### src/rtl/sync_fifo_pkg.sv
// Shared types and helpers for the sync_fifo_thr FIFO.
//   fifo_mode_e : read-side behaviour, registered (FIFO_STD) or first-word fall-through
//   ptr_width() : pointer width for a given depth (address bits plus one wrap bit)
package sync_fifo_pkg;

    typedef enum logic {
        FIFO_STD  = 1'b0,
        FIFO_FWFT = 1'b1
    } fifo_mode_e;

    function automatic int unsigned ptr_width(input int unsigned depth);
        return $clog2(depth) + 1;
    endfunction

endpackage

### src/rtl/sync_fifo_mem.sv
// Storage array for sync_fifo_thr: WIDTH x DEPTH registers, no reset.
// Ports:
//   clk   in  clock, rising edge
//   we    in  write enable
//   waddr in  write address
//   wdata in  write data
//   raddr in  read address
//   rdata out read data (asynchronous)
module sync_fifo_mem #(
    parameter int unsigned WIDTH = 8,
    parameter int unsigned DEPTH = 8,
    parameter int unsigned AW    = $clog2(DEPTH)
) (
    input  logic             clk,
    input  logic             we,
    input  logic [AW-1:0]    waddr,
    input  logic [WIDTH-1:0] wdata,
    input  logic [AW-1:0]    raddr,
    output logic [WIDTH-1:0] rdata
);

    logic [WIDTH-1:0] mem [DEPTH];

    always_ff @(posedge clk) begin
        if (we) begin
            mem[waddr] <= wdata;
        end
    end

    assign rdata = mem[raddr];

endmodule

### src/rtl/sync_fifo_thr.sv
// Single-clock FIFO with occupancy count, almost-full/almost-empty thresholds and a
// selectable read stage (registered or first-word fall-through).
// Optional feature macro: SYNC_FIFO_ERR_FLAGS_EN enables the sticky overflow/underflow flags;
// without it both outputs are tied low and refused accesses are dropped silently.
// Ports:
//   clk, rst          clock (rising edge), asynchronous active-high reset
//   wr_en, wr_data    write request and data; accepted when wr_ready is high
//   wr_ready          space available (not full)
//   rd_en             read request / pop
//   rd_data, rd_valid read data and its qualifier (timing depends on MODE)
//   count             stored words, 0..DEPTH
//   almost_full       count >= AFULL_THR
//   almost_empty      count <= AEMPTY_THR
//   overflow          sticky: write attempted while full
//   underflow         sticky: read attempted while empty
module sync_fifo_thr
    import sync_fifo_pkg::*;
#(
    parameter int unsigned WIDTH      = 8,
    parameter int unsigned DEPTH      = 8,
    parameter int unsigned AFULL_THR  = DEPTH - 2,
    parameter int unsigned AEMPTY_THR = 2,
    parameter fifo_mode_e  MODE       = FIFO_STD
) (
    input  logic                   clk,
    input  logic                   rst,
    input  logic                   wr_en,
    input  logic [WIDTH-1:0]       wr_data,
    output logic                   wr_ready,
    input  logic                   rd_en,
    output logic [WIDTH-1:0]       rd_data,
    output logic                   rd_valid,
    output logic [$clog2(DEPTH):0] count,
    output logic                   almost_full,
    output logic                   almost_empty,
    output logic                   overflow,
    output logic                   underflow
);

    localparam int unsigned PW = ptr_width(DEPTH);
    localparam int unsigned AW = PW - 1;

    localparam logic [PW-1:0] DEPTH_C  = PW'(DEPTH);
    localparam logic [PW-1:0] AFULL_C  = PW'(AFULL_THR);
    localparam logic [PW-1:0] AEMPTY_C = PW'(AEMPTY_THR);

    // Elaboration-time parameter checks.
    if (WIDTH < 1) begin : g_bad_width
        $error("sync_fifo_thr: WIDTH must be >= 1");
    end
    if (DEPTH < 2 || (DEPTH & (DEPTH - 1)) != 0) begin : g_bad_depth
        $error("sync_fifo_thr: DEPTH must be a power of two >= 2");
    end
    if (AFULL_THR < 1 || AFULL_THR > DEPTH) begin : g_bad_afull
        $error("sync_fifo_thr: AFULL_THR must be in 1..DEPTH");
    end
    if (AEMPTY_THR > DEPTH - 1) begin : g_bad_aempty
        $error("sync_fifo_thr: AEMPTY_THR must be in 0..DEPTH-1");
    end

    logic [PW-1:0]    wptr_q;
    logic [PW-1:0]    rptr_q;
    logic             full;
    logic             empty;
    logic             wr_fire;
    logic             rd_fire;
    logic [WIDTH-1:0] mem_rdata;

    // The extra pointer MSB makes the modulo difference distinguish full from empty.
    assign count        = wptr_q - rptr_q;
    assign full         = (count == DEPTH_C);
    assign empty        = (count == '0);
    assign wr_ready     = ~full;
    assign almost_full  = (count >= AFULL_C);
    assign almost_empty = (count <= AEMPTY_C);

    assign wr_fire = wr_en & ~full;
    assign rd_fire = rd_en & ~empty;

    always_ff @(posedge clk or posedge rst) begin
        if (rst) begin
            wptr_q <= '0;
            rptr_q <= '0;
        end else begin
            if (wr_fire) begin
                wptr_q <= wptr_q + 1'b1;
            end
            if (rd_fire) begin
                rptr_q <= rptr_q + 1'b1;
            end
        end
    end

    sync_fifo_mem #(
        .WIDTH (WIDTH),
        .DEPTH (DEPTH),
        .AW    (AW)
    ) u_mem (
        .clk   (clk),
        .we    (wr_fire),
        .waddr (wptr_q[AW-1:0]),
        .wdata (wr_data),
        .raddr (rptr_q[AW-1:0]),
        .rdata (mem_rdata)
    );

    if (MODE == FIFO_STD) begin : g_std
        logic [WIDTH-1:0] rd_data_q;
        logic             rd_valid_q;

        // rd_data holds its last value between reads; rd_valid pulses once per pop.
        always_ff @(posedge clk or posedge rst) begin
            if (rst) begin
                rd_data_q  <= '0;
                rd_valid_q <= 1'b0;
            end else begin
                rd_valid_q <= rd_fire;
                if (rd_fire) begin
                    rd_data_q <= mem_rdata;
                end
            end
        end

        assign rd_data  = rd_data_q;
        assign rd_valid = rd_valid_q;
    end else begin : g_fwft
        // Head of queue is always presented; a word written this cycle appears next cycle.
        assign rd_data  = mem_rdata;
        assign rd_valid = ~empty;
    end

`ifdef SYNC_FIFO_ERR_FLAGS_EN
    logic overflow_q;
    logic underflow_q;

    always_ff @(posedge clk or posedge rst) begin
        if (rst) begin
            overflow_q  <= 1'b0;
            underflow_q <= 1'b0;
        end else begin
            if (wr_en && full) begin
                overflow_q <= 1'b1;
            end
            if (rd_en && empty) begin
                underflow_q <= 1'b1;
            end
        end
    end

    assign overflow  = overflow_q;
    assign underflow = underflow_q;
`else
    assign overflow  = 1'b0;
    assign underflow = 1'b0;
`endif

endmodule

### config.mk
export PLATFORM = sky130hd
export DESIGN_NAME = sync_fifo_thr
export DESIGN_NICKNAME = d
export VERILOG_FILES = /design/src/rtl/sync_fifo_pkg.sv /design/src/rtl/sync_fifo_mem.sv /design/src/rtl/sync_fifo_thr.sv
export SDC_FILE = /design/constraint.sdc
export NUM_CORES = 1
export LEC_CHECK = 0
export ABC_AREA = 1
export CAP_MARGIN = 20
export CELL_PAD_IN_SITES_DETAIL_PLACEMENT = 1
export CELL_PAD_IN_SITES_GLOBAL_PLACEMENT = 2
export CORE_MARGIN = 5
export CORE_UTILIZATION = 30
export CTS_BUF_LIST = sky130_fd_sc_hd__clkbuf_16
export CTS_CLUSTER_SIZE = 25
export DETAILED_ROUTE_END_ITERATION = 8
export GPL_ROUTABILITY_DRIVEN = 0
export PLACE_DENSITY = 0.67
export REMOVE_ABC_BUFFERS = 1
export SLEW_MARGIN = 20
export SYNTH_ARGS = -nofsm -noshare
export SYNTH_HDL_FRONTEND = slang
export SYNTH_SLANG_ARGS = --single-unit
### constraint.sdc
create_clock -name clk -period 6.3 [get_ports clk]
set_input_delay 1.26 -clock clk [delete_from_list [all_inputs] [get_ports clk]]
set_output_delay 1.26 -clock clk [all_outputs]
set_load 0.03 [all_outputs]
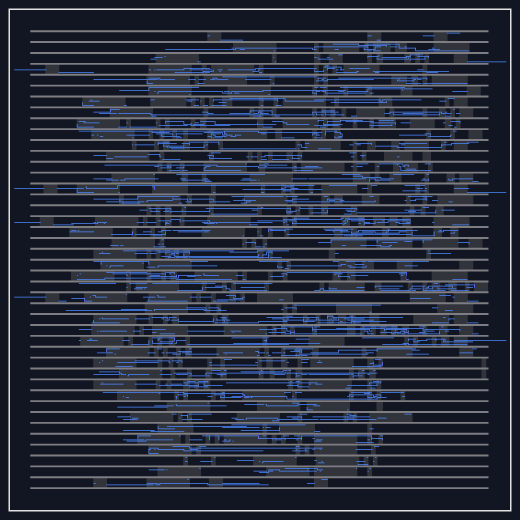
Fig. 1. M1 wires.
Drawn at 4 px/um. Supply wires on this layer in grey. Cells faint in the background.
main direction = horizontal
longest straight run = 49.2 um
global-route met1 utilization: 16.7%
vias post-DR: 2671
sum of routed wire length over all layers: 9200 um

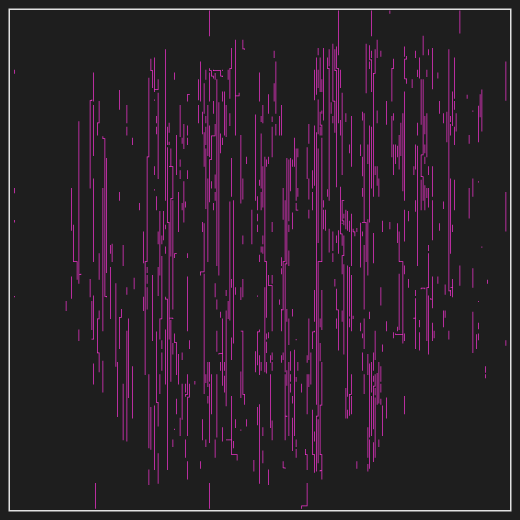
Fig. 2. Metal 2.
Drawn at 4 px/um.
main direction = vertical
longest straight run = 68.0 um
wire length on this layer = 4370 um
nets with wire on the layer = 350

==> flow_metrics.env <==
# flow metrics
export IMPL_met2_usage_pct=20.2
export IMPL_ctsResizeCount=0
export IMPL_top_usage_layer="met2"
export IMPL_syn_inst=420
export IMPL_die_height_um=125
export IMPL_setup_violations_final=0
export IMPL_largest_net_degree_at_the_start_of_global_routing=38
export IMPL_drive_above_1_share_pct=10.3
export IMPL_tritoncts="yes"
export IMPL_ys_cells=420
export IMPL_power_density_mw_per_mm2=548
export IMPL_standard_cell_core_area_mm2=0.0131
export IMPL_ys_warnings_count=0
export IMPL_status="complete, no violations"
export IMPL_fin_setup_tns_ns=0
export IMPL_mostFrequentLayoutCell="sky130_fd_sc_hd__nand2_1"
export IMPL_synth_yosys_chip_area_mm2=0.00397
export IMPL_net_switching_power_mw=1.09
export IMPL_ys_dominant_reg_cell="sky130_fd_sc_hd__edfxtp_1"
export IMPL_power_top_group="combinational cells"
export IMPL_total_power_mw=2.55
export IMPL_worstPathArrival_ns=3.24
export IMPL_power_report_internal_total_mw=1.46
export IMPL_power_combinational_fraction_pct=47.6
export IMPL_fillers=1477
export IMPL_max_cap_viol_count=0
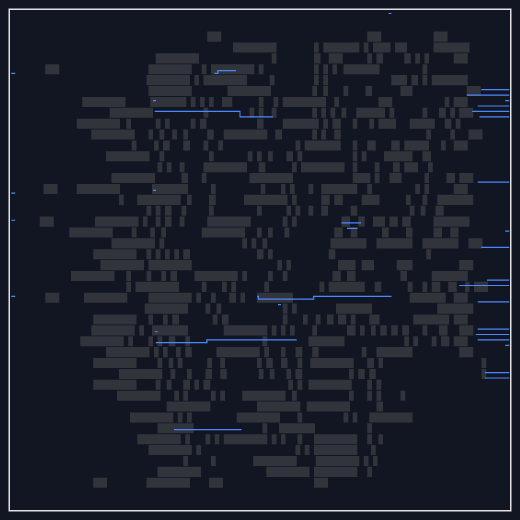
Fig. 3. Met3 routing.
Drawn at 4 px/um. Cells faint in the background.
wire length on this layer = 251 um
longest straight run = 22.3 um
share of all routed wire = 2.7%
nets with wire on the layer = 27
main direction = horizontal

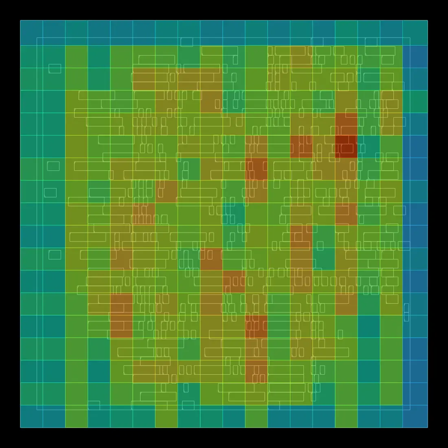
Fig. 4. Track usage over the die.
final core utilization: 35.5%
average wire length per cell after detail routing: 14.7 um
global-route usage over all layers: 12.6%

layout make-up:
cell class,instances,share of cell area [%]
timing repair buffer,29,6.14
clock buffer,9,4.85
clock inverter,6,1.64
inverter,81,6.54
sequential,81,50.5
tap,176,4.74
multi-input combinational,242,25.6
sequential cells by signal, indices dropped and copies added (netlist names):
| name | cells |
|---|---|
| wptr_q | 4 |
| rd_data | 8 |
| rptr_q | 4 |
| rd_valid | 1 |
| u_mem.mem | 64 |
cell families (layout without fill, tap and decap cells):
kind of cell               after synthesis  count (layout)  share of synthesized area [%]
AOI/OAI and AO/OA                        2               2                          0.252
xor gates and xnor gates                 4               4                          0.883
adders and majority gates                6               6                           2.08
buffers and inverters                   98             125                           11.0
DFF                                     81              81                           59.2
other                                    1               2                         0.0945
and+or+nand+nor                        228             228                           26.5
